===== src/rtl/gps_accum_reader_pkg.sv =====
// Shared constants, FSM state type and byte-order helper for the correlator reader.
// Offsets are Wishbone word offsets into the correlator register file.
package gps_accum_pkg;

    localparam logic [7:0]  OFS_STATUS    = 8'hE0;
    localparam logic [7:0]  OFS_NEWDATA   = 8'hE1;
    localparam logic [7:0]  OFS_CH0_FIRST = 8'h04;
    localparam logic [7:0]  OFS_CH0_LAST  = 8'h0D;
    localparam logic [15:0] HDR_TAG       = 16'hACC0;
    localparam int          REC_MAX       = 11;

    typedef enum logic [2:0] {
        ST_IDLE,
        ST_CHECK,
        ST_RD_STATUS,
        ST_RD_NEWDATA,
        ST_RD_CH0
    } state_e;

    // The slave presents registers byte-swapped; restore natural order.
    function automatic logic [31:0] unswap(input logic [31:0] d);
        return {d[7:0], d[15:8], d[23:16], d[31:24]};
    endfunction

endpackage


===== src/rtl/gps_accum_reader_if.sv =====
// Wishbone read-master signals plus the record stream (valid/ready, last flag).
// master = reader side, slave = correlator model / stream consumer side.
interface gps_accum_reader_if;

    logic [31:0] wbm_adr_o;
    logic [31:0] wbm_dat_i;
    logic [3:0]  wbm_sel_o;
    logic        wbm_cyc_o;
    logic        wbm_stb_o;
    logic        wbm_we_o;
    logic        wbm_ack_i;
    logic [31:0] rec_data;
    logic        rec_valid;
    logic        rec_ready;
    logic        rec_last;

    modport master (
        output wbm_adr_o, wbm_sel_o, wbm_cyc_o, wbm_stb_o, wbm_we_o,
        output rec_data, rec_valid, rec_last,
        input  wbm_dat_i, wbm_ack_i, rec_ready
    );

    modport slave (
        input  wbm_adr_o, wbm_sel_o, wbm_cyc_o, wbm_stb_o, wbm_we_o,
        input  rec_data, rec_valid, rec_last,
        output wbm_dat_i, wbm_ack_i, rec_ready
    );

endinterface


===== src/rtl/gps_accum_fifo.sv =====
// First-word-fall-through FIFO; only committed words are visible to the reader.
// Writes past the commit point can be rewound; push is never blocked (caller checks free_o).
module gps_accum_fifo #(
    parameter int DEPTH_LOG2 = 5,
    parameter int WIDTH      = 33
) (
    input  logic                  clk_i,
    input  logic                  rstn_i,
    input  logic                  push_i,
    input  logic [WIDTH-1:0]      push_dat_i,
    input  logic                  commit_i,
    input  logic                  rewind_i,
    input  logic                  pop_i,
    output logic [WIDTH-1:0]      pop_dat_o,
    output logic                  pop_vld_o,
    output logic [DEPTH_LOG2:0]   free_o
);

    localparam int                  DEPTH   = 2 ** DEPTH_LOG2;
    localparam logic [DEPTH_LOG2:0] DEPTH_W = (DEPTH_LOG2 + 1)'(DEPTH);
    localparam logic [DEPTH_LOG2:0] ONE     = (DEPTH_LOG2 + 1)'(1);

    logic [WIDTH-1:0]    mem_q [DEPTH];
    logic [DEPTH_LOG2:0] wr_q, rd_q, cmt_q;
    logic [DEPTH_LOG2:0] wr_inc;

    assign wr_inc = wr_q + ONE;

    always_ff @(posedge clk_i) begin
        if (push_i) begin
            mem_q[wr_q[DEPTH_LOG2-1:0]] <= push_dat_i;
        end
    end

    always_ff @(posedge clk_i) begin
        if (!rstn_i) begin
            wr_q  <= '0;
            rd_q  <= '0;
            cmt_q <= '0;
        end else begin
            if (rewind_i) begin
                wr_q <= cmt_q;
            end else if (push_i) begin
                wr_q <= wr_inc;
            end
            // Commit may coincide with the record's final push.
            if (commit_i) begin
                cmt_q <= push_i ? wr_inc : wr_q;
            end
            if (pop_i && pop_vld_o) begin
                rd_q <= rd_q + ONE;
            end
        end
    end

    assign pop_vld_o = (rd_q != cmt_q);
    assign pop_dat_o = mem_q[rd_q[DEPTH_LOG2-1:0]];
    assign free_o    = DEPTH_W - (wr_q - rd_q);

endmodule


===== src/rtl/gps_accum_reader.sv =====
// Drains the correlator register file on each accum_int rising edge into 1- or 11-word records.
// Single Wishbone reads with one idle cycle between them; records stream out via valid/ready.
module gps_accum_reader
    import gps_accum_pkg::*;
#(
    parameter logic [31:0] BASE_ADR        = 32'h0000_0000,
    parameter int          FIFO_DEPTH_LOG2 = 5,
    parameter int          TIMEOUT         = 16
) (
    input  logic                      correlator_clk,
    input  logic                      rstn,
    input  logic                      enable,
    input  logic                      accum_int,
    gps_accum_reader_if.master        bus,
    output logic [7:0]                overrun_cnt,
    output logic                      timeout_err,
    output logic                      busy
);

    localparam int                       TMO_W    = $clog2(TIMEOUT) + 1;
    localparam logic [TMO_W-1:0]         TMO_LAST = TMO_W'(TIMEOUT - 1);
    localparam logic [FIFO_DEPTH_LOG2:0] NEED     = (FIFO_DEPTH_LOG2 + 1)'(REC_MAX + 1);

    state_e                 state_q, state_d;
    logic [7:0]             ofs_q, ofs_d;
    logic                   cyc_q, cyc_d;
    logic [TMO_W-1:0]       tmo_q, tmo_d;
    logic [1:0]             status_q, status_d;
    logic                   drop_q, drop_d;
    logic [7:0]             ovr_q, ovr_d;
    logic                   terr_q, terr_d;
    logic                   acc_dly_q, trig_q;

    logic                   push, commit, rewind;
    logic [32:0]            push_dat;
    logic [32:0]            pop_dat;
    logic                   pop_vld;
    logic [FIFO_DEPTH_LOG2:0] free;
    logic [31:0]            rd_word;

    assign rd_word = unswap(bus.wbm_dat_i);

    always_ff @(posedge correlator_clk) begin
        if (!rstn) begin
            state_q   <= ST_IDLE;
            ofs_q     <= '0;
            cyc_q     <= 1'b0;
            tmo_q     <= '0;
            status_q  <= '0;
            drop_q    <= 1'b0;
            ovr_q     <= '0;
            terr_q    <= 1'b0;
            acc_dly_q <= 1'b0;
            trig_q    <= 1'b0;
        end else begin
            state_q   <= state_d;
            ofs_q     <= ofs_d;
            cyc_q     <= cyc_d;
            tmo_q     <= tmo_d;
            status_q  <= status_d;
            drop_q    <= drop_d;
            ovr_q     <= ovr_d;
            terr_q    <= terr_d;
            acc_dly_q <= accum_int;
            trig_q    <= accum_int & ~acc_dly_q;
        end
    end

    always_comb begin
        state_d  = state_q;
        ofs_d    = ofs_q;
        cyc_d    = cyc_q;
        tmo_d    = tmo_q;
        status_d = status_q;
        drop_d   = drop_q;
        ovr_d    = ovr_q;
        terr_d   = terr_q;
        push     = 1'b0;
        push_dat = '0;
        commit   = 1'b0;
        rewind   = 1'b0;

        case (state_q)
            ST_IDLE: begin
                if (trig_q && enable) begin
                    state_d = ST_CHECK;
                end
            end
            ST_CHECK: begin
                // Without room for a worst-case record we still read STATUS to clear the interrupt.
                drop_d = (free < NEED);
                if ((free < NEED) && (ovr_q != 8'hFF)) begin
                    ovr_d = ovr_q + 8'd1;
                end
                ofs_d   = OFS_STATUS;
                cyc_d   = 1'b1;
                tmo_d   = '0;
                state_d = ST_RD_STATUS;
            end
            default: begin
                if (!cyc_q) begin
                    cyc_d = 1'b1;
                    tmo_d = '0;
                end else if (bus.wbm_ack_i) begin
                    cyc_d = 1'b0;
                    case (state_q)
                        ST_RD_STATUS: begin
                            status_d = rd_word[1:0];
                            if (drop_q) begin
                                state_d = ST_IDLE;
                            end else begin
                                ofs_d   = OFS_NEWDATA;
                                state_d = ST_RD_NEWDATA;
                            end
                        end
                        ST_RD_NEWDATA: begin
                            push     = 1'b1;
                            push_dat = {~rd_word[0], HDR_TAG, 2'b00, rd_word[11:0], status_q};
                            if (!rd_word[0]) begin
                                commit  = 1'b1;
                                state_d = ST_IDLE;
                            end else begin
                                ofs_d   = OFS_CH0_FIRST;
                                state_d = ST_RD_CH0;
                            end
                        end
                        default: begin
                            push     = 1'b1;
                            push_dat = {(ofs_q == OFS_CH0_LAST), rd_word};
                            if (ofs_q == OFS_CH0_LAST) begin
                                commit  = 1'b1;
                                state_d = ST_IDLE;
                            end else begin
                                ofs_d = ofs_q + 8'd1;
                            end
                        end
                    endcase
                end else if (tmo_q == TMO_LAST) begin
                    cyc_d   = 1'b0;
                    terr_d  = 1'b1;
                    rewind  = 1'b1;
                    state_d = ST_IDLE;
                end else begin
                    tmo_d = tmo_q + 1'b1;
                end
            end
        endcase
    end

    gps_accum_fifo #(
        .DEPTH_LOG2 (FIFO_DEPTH_LOG2),
        .WIDTH      (33)
    ) u_fifo (
        .clk_i      (correlator_clk),
        .rstn_i     (rstn),
        .push_i     (push),
        .push_dat_i (push_dat),
        .commit_i   (commit),
        .rewind_i   (rewind),
        .pop_i      (bus.rec_ready),
        .pop_dat_o  (pop_dat),
        .pop_vld_o  (pop_vld),
        .free_o     (free)
    );

    assign bus.wbm_adr_o = cyc_q ? (BASE_ADR + {22'd0, ofs_q, 2'b00}) : 32'd0;
    assign bus.wbm_sel_o = 4'hF;
    assign bus.wbm_cyc_o = cyc_q;
    assign bus.wbm_stb_o = cyc_q;
    assign bus.wbm_we_o  = 1'b0;
    assign bus.rec_valid = pop_vld;
    assign bus.rec_data  = pop_vld ? pop_dat[31:0] : 32'd0;
    assign bus.rec_last  = pop_vld & pop_dat[32];

    assign overrun_cnt = ovr_q;
    assign timeout_err = terr_q;
    assign busy        = (state_q != ST_IDLE);

endmodule


===== src/flat_wrapper.sv =====
// flat-port wrapper written by rule: the top's interface ports become plain ports
module gps_accum_reader_flat import gps_accum_pkg::*;
#(
    parameter logic [31:0] BASE_ADR        = 32'h0000_0000,
    parameter int          FIFO_DEPTH_LOG2 = 5,
    parameter int          TIMEOUT         = 16
)
  (correlator_clk, rstn, enable, accum_int, overrun_cnt, timeout_err, busy, bus_wbm_adr_o, bus_wbm_sel_o, bus_wbm_cyc_o, bus_wbm_stb_o, bus_wbm_we_o, bus_rec_data, bus_rec_valid, bus_rec_last, bus_wbm_dat_i, bus_wbm_ack_i, bus_rec_ready);
  gps_accum_reader_if bus_i ();
  input  logic correlator_clk;
  input  logic rstn;
  input  logic enable;
  input  logic accum_int;
  output logic [7:0] overrun_cnt;
  output logic timeout_err;
  output logic busy;
  output wire logic [$bits(bus_i.wbm_adr_o)-1:0] bus_wbm_adr_o;
  output wire logic [$bits(bus_i.wbm_sel_o)-1:0] bus_wbm_sel_o;
  output wire logic [$bits(bus_i.wbm_cyc_o)-1:0] bus_wbm_cyc_o;
  output wire logic [$bits(bus_i.wbm_stb_o)-1:0] bus_wbm_stb_o;
  output wire logic [$bits(bus_i.wbm_we_o)-1:0] bus_wbm_we_o;
  output wire logic [$bits(bus_i.rec_data)-1:0] bus_rec_data;
  output wire logic [$bits(bus_i.rec_valid)-1:0] bus_rec_valid;
  output wire logic [$bits(bus_i.rec_last)-1:0] bus_rec_last;
  input wire logic [$bits(bus_i.wbm_dat_i)-1:0] bus_wbm_dat_i;
  input wire logic [$bits(bus_i.wbm_ack_i)-1:0] bus_wbm_ack_i;
  input wire logic [$bits(bus_i.rec_ready)-1:0] bus_rec_ready;
  assign bus_wbm_adr_o = bus_i.wbm_adr_o;
  assign bus_wbm_sel_o = bus_i.wbm_sel_o;
  assign bus_wbm_cyc_o = bus_i.wbm_cyc_o;
  assign bus_wbm_stb_o = bus_i.wbm_stb_o;
  assign bus_wbm_we_o = bus_i.wbm_we_o;
  assign bus_rec_data = bus_i.rec_data;
  assign bus_rec_valid = bus_i.rec_valid;
  assign bus_rec_last = bus_i.rec_last;
  assign bus_i.wbm_dat_i = bus_wbm_dat_i;
  assign bus_i.wbm_ack_i = bus_wbm_ack_i;
  assign bus_i.rec_ready = bus_rec_ready;
  gps_accum_reader #(.BASE_ADR(BASE_ADR), .FIFO_DEPTH_LOG2(FIFO_DEPTH_LOG2), .TIMEOUT(TIMEOUT)) u_core (.correlator_clk(correlator_clk), .rstn(rstn), .enable(enable), .accum_int(accum_int), .bus(bus_i), .overrun_cnt(overrun_cnt), .timeout_err(timeout_err), .busy(busy));
endmodule

===== config.mk =====
export PLATFORM = sky130hd
export DESIGN_NAME = gps_accum_reader_flat
export DESIGN_NICKNAME = d
export VERILOG_FILES = /design/src/rtl/gps_accum_reader_pkg.sv /design/src/rtl/gps_accum_reader_if.sv /design/src/rtl/gps_accum_fifo.sv /design/src/rtl/gps_accum_reader.sv /design/src/flat_wrapper.sv
export SDC_FILE = /design/constraint.sdc
export NUM_CORES = 1
export LEC_CHECK = 0
export CORE_MARGIN = 8
export CORE_UTILIZATION = 35
export DETAILED_ROUTE_END_ITERATION = 12
export GPL_TIMING_DRIVEN = 1
export HOLD_SLACK_MARGIN = 0.08
export PLACE_DENSITY = 0.54
export SLEW_MARGIN = 20
export SYNTH_ARGS = -nofsm -noshare
export SYNTH_HDL_FRONTEND = slang
export SYNTH_SLANG_ARGS = --single-unit

===== constraint.sdc =====
create_clock -name correlator_clk -period 4.7 [get_ports correlator_clk]
set_input_delay 0.94 -clock correlator_clk [delete_from_list [all_inputs] [get_ports correlator_clk]]
set_output_delay 0.94 -clock correlator_clk [all_outputs]
set_load 0.01 [all_outputs]

==> impl_metrics.csv <==
group,metric,value,unit
timing,finalSetupTns,0,ns
timing,setup_violations,0,
floorplan,die_y,370.6,um
timing,max_freq,222.1,MHz
run_status,status,"complete, no violations",
worst_setup_path,path_cells,"buf_12 -> mux4_2 -> mux2_2 -> a21oi_1 -> o22ai_1 -> clkdlybuf4s50_1",
synth,synth_cells,2206,
synth,top_area_cell,"edfxtp_1",
clock_network,cts_buffers,107,
worst_setup_path,worst_ep_required_time,3.76,ns
placement,pre_cts_slack,0.7499,ns
power_and_ir_drop,p_per_area,380.2,nW/um^2
worst_setup_path,r2r-end,"u_core.u_fifo.mem_q[27][19]$_DFFE_PP_",
floorplan,fp_util,0.3514,
placement,gp_congestion,0.7866,
grt,antenna_found_initial,4,
floorplan,die-area,137400,um^2
clock_network,postCtsHoldBufs,0,
job,drv_cap,0,
timing,fin_crit_sh,0.9579,
job,warnings,31,
grt,first_global_vias,23220,
layout,drive_gt1_frac,0.2596,
layout,antenna_cells,0,
[area by class of cell]
class / instances / area, um^2
flip-flops and latches: 1110 / 32810
multi-input cells: 961 / 10850
clock inverters: 48 / 330.3
fillers: 11050 / 73900
repair buffers: 214 / 2360
clock buffers: 149 / 2899
well taps: 1650 / 2064
inverters: 10 / 37.54
[metal layers]
metal | wire length (um) | share of wire
met5 | 0 | 0
met4 | 1782 | 0.016
met3 | 7438 | 0.066
met2 | 52420 | 0.47
met1 | 50460 | 0.45
[logic make-up after synthesis]
group,Yosys count,synth area share
AND-OR/OR-AND,201,0.02758
XOR/XNOR,18,0.003582
adder cells (fa/ha/maj),18,0.005287
buffers and inverters,162,0.01774
flip-flops,1110,0.7450
multiplexers,405,0.1690
other,2,0.0001706
AND/OR/NAND/NOR,290,0.03158
[flip-flops by register name, indices dropped and copies added (netlist names), named ones only]
signal	flops
u_core.bus.wbm_cyc_o	1
u_core.u_fifo.wr_q	6
u_core.state_q	3
u_core.tmo_q	5
u_core.timeout_err	1
u_core.drop_q	1
u_core.u_fifo.rd_q	6
u_core.ofs_q	8
u_core.u_fifo.mem_q	1056
u_core.u_fifo.cmt_q	6
u_core.status_q	2
u_core.acc_dly_q	1
u_core.overrun_cnt	8
u_core.trig_q	1
[cells in the final DEF, fill, tap and decap left out, types with 44 or more instances in the layout]
| master | count |
|---|---|
| a21oi_1 | 93 |
| buf_4 | 81 |
| clkbuf_16 | 110 |
| clkdlybuf4s50_1 | 91 |
| dfxtp_1 | 50 |
| edfxtp_1 | 1056 |
| mux2_2 | 66 |
| mux2i_1 | 74 |
| mux4_2 | 264 |
| nand2_1 | 44 |
| nor2_1 | 96 |
[power by group]
part           internal [mW]  total, mW  switching [mW]
Clock                   4.46       8.05            3.59
Sequential              10.7       10.8          0.0887
Combinational          0.241      0.644           0.403
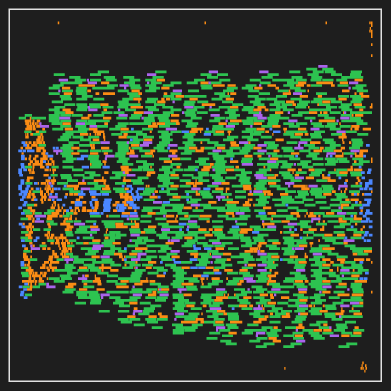
*Placement by cell class*
Drawn at 1 px/um.
[green] registers | cells: 1110
[purple] clock drivers and dummy loads | cells: 197
[blue] remaining buffers and delay cells | cells: 214
[orange] remaining logic cells | cells: 971
Post-Route Utilization: 0.4100
Row Count: 130

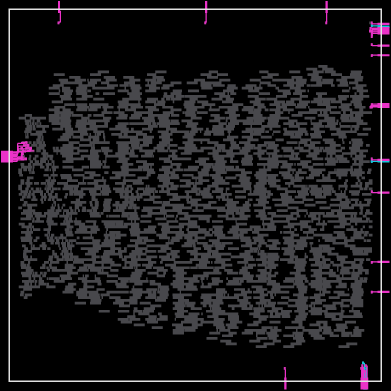
*Wires at chosen ports, followed through buffers*
Drawn at 1 px/um.
[cyan] `bus_wbm_sel_o` | bits: 4 | direction: output | edge: 2 east, 2 south | end cells: 4 | buffers: 0 | wire: 50.2 um
[magenta] `bus_wbm_adr_o` | bits: 32 | direction: output | edge: 15 east, 8 west, 6 south, 3 north | end cells: 32 | buffers: 8 | wire: 461 um

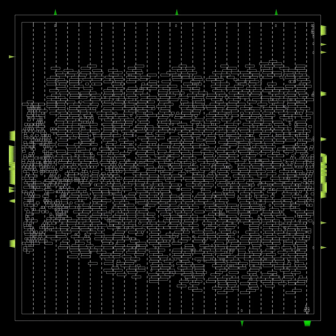
*Cell outlines without signal wires*
Tap Cells: 1650
final cell count without fillers: 4142
# fillers: 11050
core region area: 125200 um^2

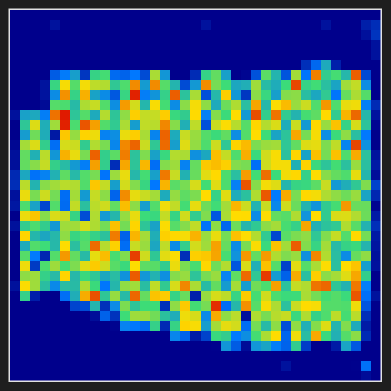
*Cell density map*
Drawn at 1 px/um. 37 x 37 tiles, from dark blue (low) to red (high), 0 to 100% covered.
fullest tile: 97%
nearly empty tiles: 31%
tiles over 75% full: 9.8%

